$ cat src/rtl/cond_unit.sv
// ============================================================================
//  Module      : cond_unit
//  Description : Condition-evaluation stage: holds the architectural {N,Z,C,V}
//                flags, gates PCSrc/RegWrite/MemWrite per instruction and
//                commits ALU flags, as a single valid/ready pipeline stage.
//                Optional statistics counters enabled by `define COND_STATS_EN.
//  Revision    : 1.0 - initial release
// ============================================================================
`default_nettype none

module cond_unit #(
    parameter int unsigned CNT_W       = 8,
    parameter logic [3:0]  RESET_FLAGS = 4'b0000
) (
    input  logic             clk,
    input  logic             reset,
    input  logic             in_valid,
    output logic             in_ready,
    input  logic [3:0]       cond,
    input  logic [1:0]       flag_write,
    input  logic [3:0]       alu_flags,
    input  logic             pcs_in,
    input  logic             reg_w_in,
    input  logic             mem_w_in,
    output logic             out_valid,
    input  logic             out_ready,
    output logic             cond_ex,
    output logic             pcsrc,
    output logic             reg_write,
    output logic             mem_write,
    output logic [3:0]       flags
`ifdef COND_STATS_EN
    ,
    output logic [CNT_W-1:0] exec_count,
    output logic [CNT_W-1:0] squash_count
`endif
);

    logic       r_out_valid;
    logic       r_cond_ex;
    logic       r_pcsrc;
    logic       r_reg_write;
    logic       r_mem_write;
    logic [3:0] r_flags;
    logic       w_accept;
    logic       w_pass;
    logic       w_n;
    logic       w_z;
    logic       w_c;
    logic       w_v;

    assign {w_n, w_z, w_c, w_v} = r_flags;
    assign in_ready = ~r_out_valid | out_ready;
    assign w_accept = in_valid & in_ready;

    // Condition is judged against the flags as they stand before this instruction commits.
    always_comb begin
        w_pass = 1'b1;
        case (cond)
            4'h0:    w_pass = w_z;
            4'h1:    w_pass = ~w_z;
            4'h2:    w_pass = w_c;
            4'h3:    w_pass = ~w_c;
            4'h4:    w_pass = w_n;
            4'h5:    w_pass = ~w_n;
            4'h6:    w_pass = w_v;
            4'h7:    w_pass = ~w_v;
            4'h8:    w_pass = w_c & ~w_z;
            4'h9:    w_pass = ~w_c | w_z;
            4'hA:    w_pass = (w_n == w_v);
            4'hB:    w_pass = (w_n != w_v);
            4'hC:    w_pass = ~w_z & (w_n == w_v);
            4'hD:    w_pass = w_z | (w_n != w_v);
            default: w_pass = 1'b1;
        endcase
    end

    always_ff @(posedge clk or posedge reset) begin
        if (reset) begin
            r_flags     <= RESET_FLAGS;
            r_out_valid <= 1'b0;
            r_cond_ex   <= 1'b0;
            r_pcsrc     <= 1'b0;
            r_reg_write <= 1'b0;
            r_mem_write <= 1'b0;
        end else if (w_accept) begin
            r_out_valid <= 1'b1;
            r_cond_ex   <= w_pass;
            r_pcsrc     <= pcs_in & w_pass;
            r_reg_write <= reg_w_in & w_pass;
            r_mem_write <= mem_w_in & w_pass;
            if (w_pass && flag_write[1]) begin
                r_flags[3:2] <= alu_flags[3:2];
            end
            if (w_pass && flag_write[0]) begin
                r_flags[1:0] <= alu_flags[1:0];
            end
        end else if (out_ready) begin
            r_out_valid <= 1'b0;
            r_cond_ex   <= 1'b0;
            r_pcsrc     <= 1'b0;
            r_reg_write <= 1'b0;
            r_mem_write <= 1'b0;
        end
    end

    assign out_valid = r_out_valid;
    assign cond_ex   = r_cond_ex;
    assign pcsrc     = r_pcsrc;
    assign reg_write = r_reg_write;
    assign mem_write = r_mem_write;
    assign flags     = r_flags;

`ifdef COND_STATS_EN
    logic [CNT_W-1:0] r_exec_cnt;
    logic [CNT_W-1:0] r_squash_cnt;

    always_ff @(posedge clk or posedge reset) begin
        if (reset) begin
            r_exec_cnt   <= '0;
            r_squash_cnt <= '0;
        end else if (w_accept) begin
            if (w_pass) begin
                r_exec_cnt <= r_exec_cnt + 1'b1;
            end else begin
                r_squash_cnt <= r_squash_cnt + 1'b1;
            end
        end
    end

    assign exec_count   = r_exec_cnt;
    assign squash_count = r_squash_cnt;
`else
    // Counter width is still validated so both builds accept the same parameter set.
    generate
        if (CNT_W == 0) begin : g_cnt_w_check
            $error("cond_unit: CNT_W must be nonzero");
        end
    endgenerate
`endif

endmodule

`default_nettype wire

$ cat config.mk
export PLATFORM = sky130hd
export DESIGN_NAME = cond_unit
export DESIGN_NICKNAME = d
export VERILOG_FILES = /design/src/rtl/cond_unit.sv
export SDC_FILE = /design/constraint.sdc
export NUM_CORES = 1
export LEC_CHECK = 0
export ABC_AREA = 1
export CAP_MARGIN = 40
export CORE_MARGIN = 3
export CORE_UTILIZATION = 40
export DETAILED_ROUTE_END_ITERATION = 10
export PLACE_DENSITY = 0.78
export SYNTH_ARGS = -nofsm -noshare
export SYNTH_HDL_FRONTEND = slang
export SYNTH_SLANG_ARGS = --single-unit
$ cat constraint.sdc
create_clock -name clk -period 1.7 [get_ports clk]
set_clock_uncertainty 0.1 [all_clocks]
set_input_delay 0.34 -clock clk [delete_from_list [all_inputs] [get_ports clk]]
set_output_delay 0.34 -clock clk [all_outputs]
set_load 0.01 [all_outputs]
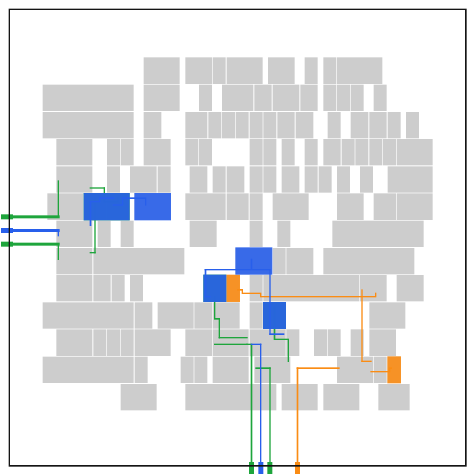
(images/io_fan.png)
(10 px per µm)
| port | colour | bits | direction | edge | end cells | buffers | wire |
|---|---|---|---|---|---|---|---|
| alu_flags | green | 4 | input | 2 west, 2 south | 4 | 4 | 64.5 µm |
| flag_write | blue | 2 | input | 1 west, 1 south | 6 | 2 | 45.6 µm |
| out_ready | orange | 1 | input | south | 2 | 2 | 38.7 µm |
total I/O pin count: 27
count of buffers from port buffering: 26

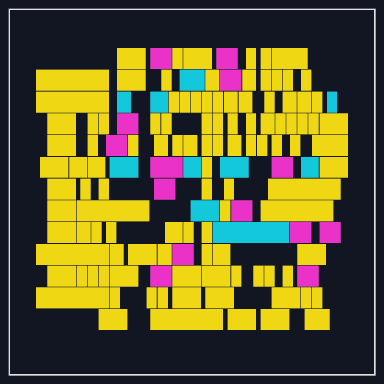
(images/sizes.png)
(8 px per µm)
| size | colour | cells | most used |
|---|---|---|---|
| _3 and _4 cells | magenta | 14 | buf_4 |
| _2 cells | cyan | 10 | nand3_2 |
| _0 and _1 cells | yellow | 110 | nand2_1 |
area of all placed cells without fillers: 996 µm²
crit path setup slack, layout: 32.1 ps

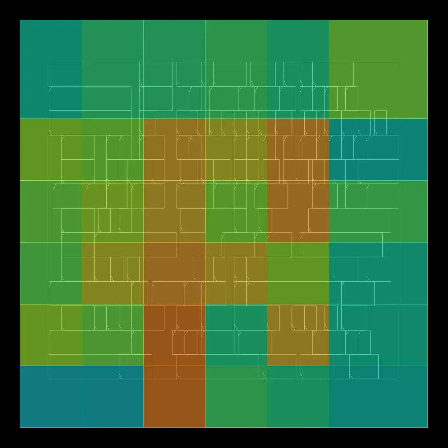
(images/congestion.png)
GR Layer Usage met1: 23.8%
global routing usage on met2: 28.1%

==> results.txt <==
Notes from the flow run.

Critical path:
- The data required time reported for the critical path is 1260 ps.
- For the worst flop-to-flop path, the logic depth is 11.
- The run puts the delay of the slowest cell on the worst path at around 550 ps.
- The critical path goes through clkdlybuf4s50_1.
- The run gives the kind of start point of the critical path as a register.

GRT:
- The initial antenna violation count came to 0.

Route:
- The run puts the starting DRC count in detailed routing at 28.

Synth:
- The run gives the fraction of synthesis flops using an asynchronous set or reset pin as 100%.
- The run puts the synthesized area at 624 µm².
- The run gives the flip-flop and latch count after synthesis as 9.
- The top cell type by area accounts for between 30% and 40% of the synthesized area.
- The synthesis report lists the most area-consuming cells as dfrtp_1, nand2_1, nand3_1.

Layout:
- The run puts the area taken by multi-input logic gates at around 340 µm².
- In this run the layout overhead on the synthesized area is reported as 59.5%.
- The run puts the footprint of the flip-flops and latches at ~230 µm².

Power:
- The run puts the switching component of the power at 415 µW.
- The script computed the net switching share of total power as between 30% and 40%.
- The run puts the power per standard cell area at 1050 nW/µm².

Hold path:
- The tightest min-delay check is of the primary input to async pin type.

Status:
- The run finished with clean final reports.

Floorplan:
- The run gives the starting utilization of the core area as 45.2%.
## per-layer routing
metal	part of all wire [%]	global-route usage, %	vias to the layer above
met3	4.4	2.37	0
li1	-	-	380
met1	47	23.8	325
met4	0	5.26	0
met5	0	0	-
met2	48	28.1	24
## stage by stage
| stage | setup slack, ps | TNS [ps] | instances | hold slack, ps | cell area (µm²) |
|---|---|---|---|---|---|
| after floorplan | 332 | 0 | 96 | 67.9 | 624 |
| after CTS | 15.1 | 0 | 149 | 243 | 987 |
| final | 32.1 | 0 | 149 | 235 | 996 |
| after detailed placement | -214 | -1730 | 143 | 369 | 945 |
| after global routing | 1.79 | 0 | 149 | 275 | 996 |
| after global placement | -209 | -1520 | 143 | 365 | 945 |
## state kept, by name, indices dropped and copies added, names as in the netlist
| name | count |
|---|---|
| cond_ex | 1 |
| flags | 4 |
| mem_write | 1 |
| out_valid | 1 |
| pcsrc | 1 |
| reg_write | 1 |
## placed cells by master, fill, tap and decap left out
cell type and count:
a21oi_1 2, a21oi_2 1, buf_4 10, clkbuf_4 3
clkdlybuf4s50_1 23, clkinv_1 1, clkinv_2 1, dfrtp_1 8
dfrtp_2 1, dlygate4sd2_1 1, dlymetal6s2s_1 2, inv_1 10
inv_2 1, nand2_1 41, nand2_2 1, nand2_4 1
nand3_1 11, nand3_2 3, nand4_1 4, nor2_1 7
nor2_2 2
## worst max path at each step
stage              start       end  slack, ps  depth (start not counted)
2_1_floorplan   flags[3]  flags[0]        330                          9
3_3_place_gp   out_ready  in_ready       -210                          4
3_5_place_dp   out_ready  in_ready       -210                          4
4_1_cts         flags[2]  flags[2]         20                          1
5_1_grt          cond[3]  flags[3]          2                         12
6_report        flags[2]  flags[2]         30                          1
## what timing repair did
action,in CTS,in global routing
setup buffers,2,0
setup endpoints to repair,4,6
cloned,0,0
hold buffers,0,0
gates resized,2,3
## power groups by stage
stage | registers, µW | clock network [µW] | logic (µW)
CTS | 326 | 182 | 540
detailed placement | 346 | 0 | 484
global placement | 345 | 0 | 475
floorplan | 359 | 0 | 236
global route | 331 | 188 | 597
finish | 326 | 174 | 541
## cells by family after synthesis
family	after synthesis	share of synthesized area [%]
simple gates	70	51.3
flops	9	36.1
buf+inv	14	10.2
compound gates	3	2.40
## layout make-up
cell class / count / area share [%]
Clock buffer: 3 / 2.26
Inverter: 12 / 4.52
Clock inverter: 1 / 0.503
Multi-Input combinational cell: 73 / 34.0
Timing Repair Buffer: 36 / 34.0
Tap cell: 15 / 1.88
Sequential cell: 9 / 22.7
Power is estimated from default activity; no workload was simulated.
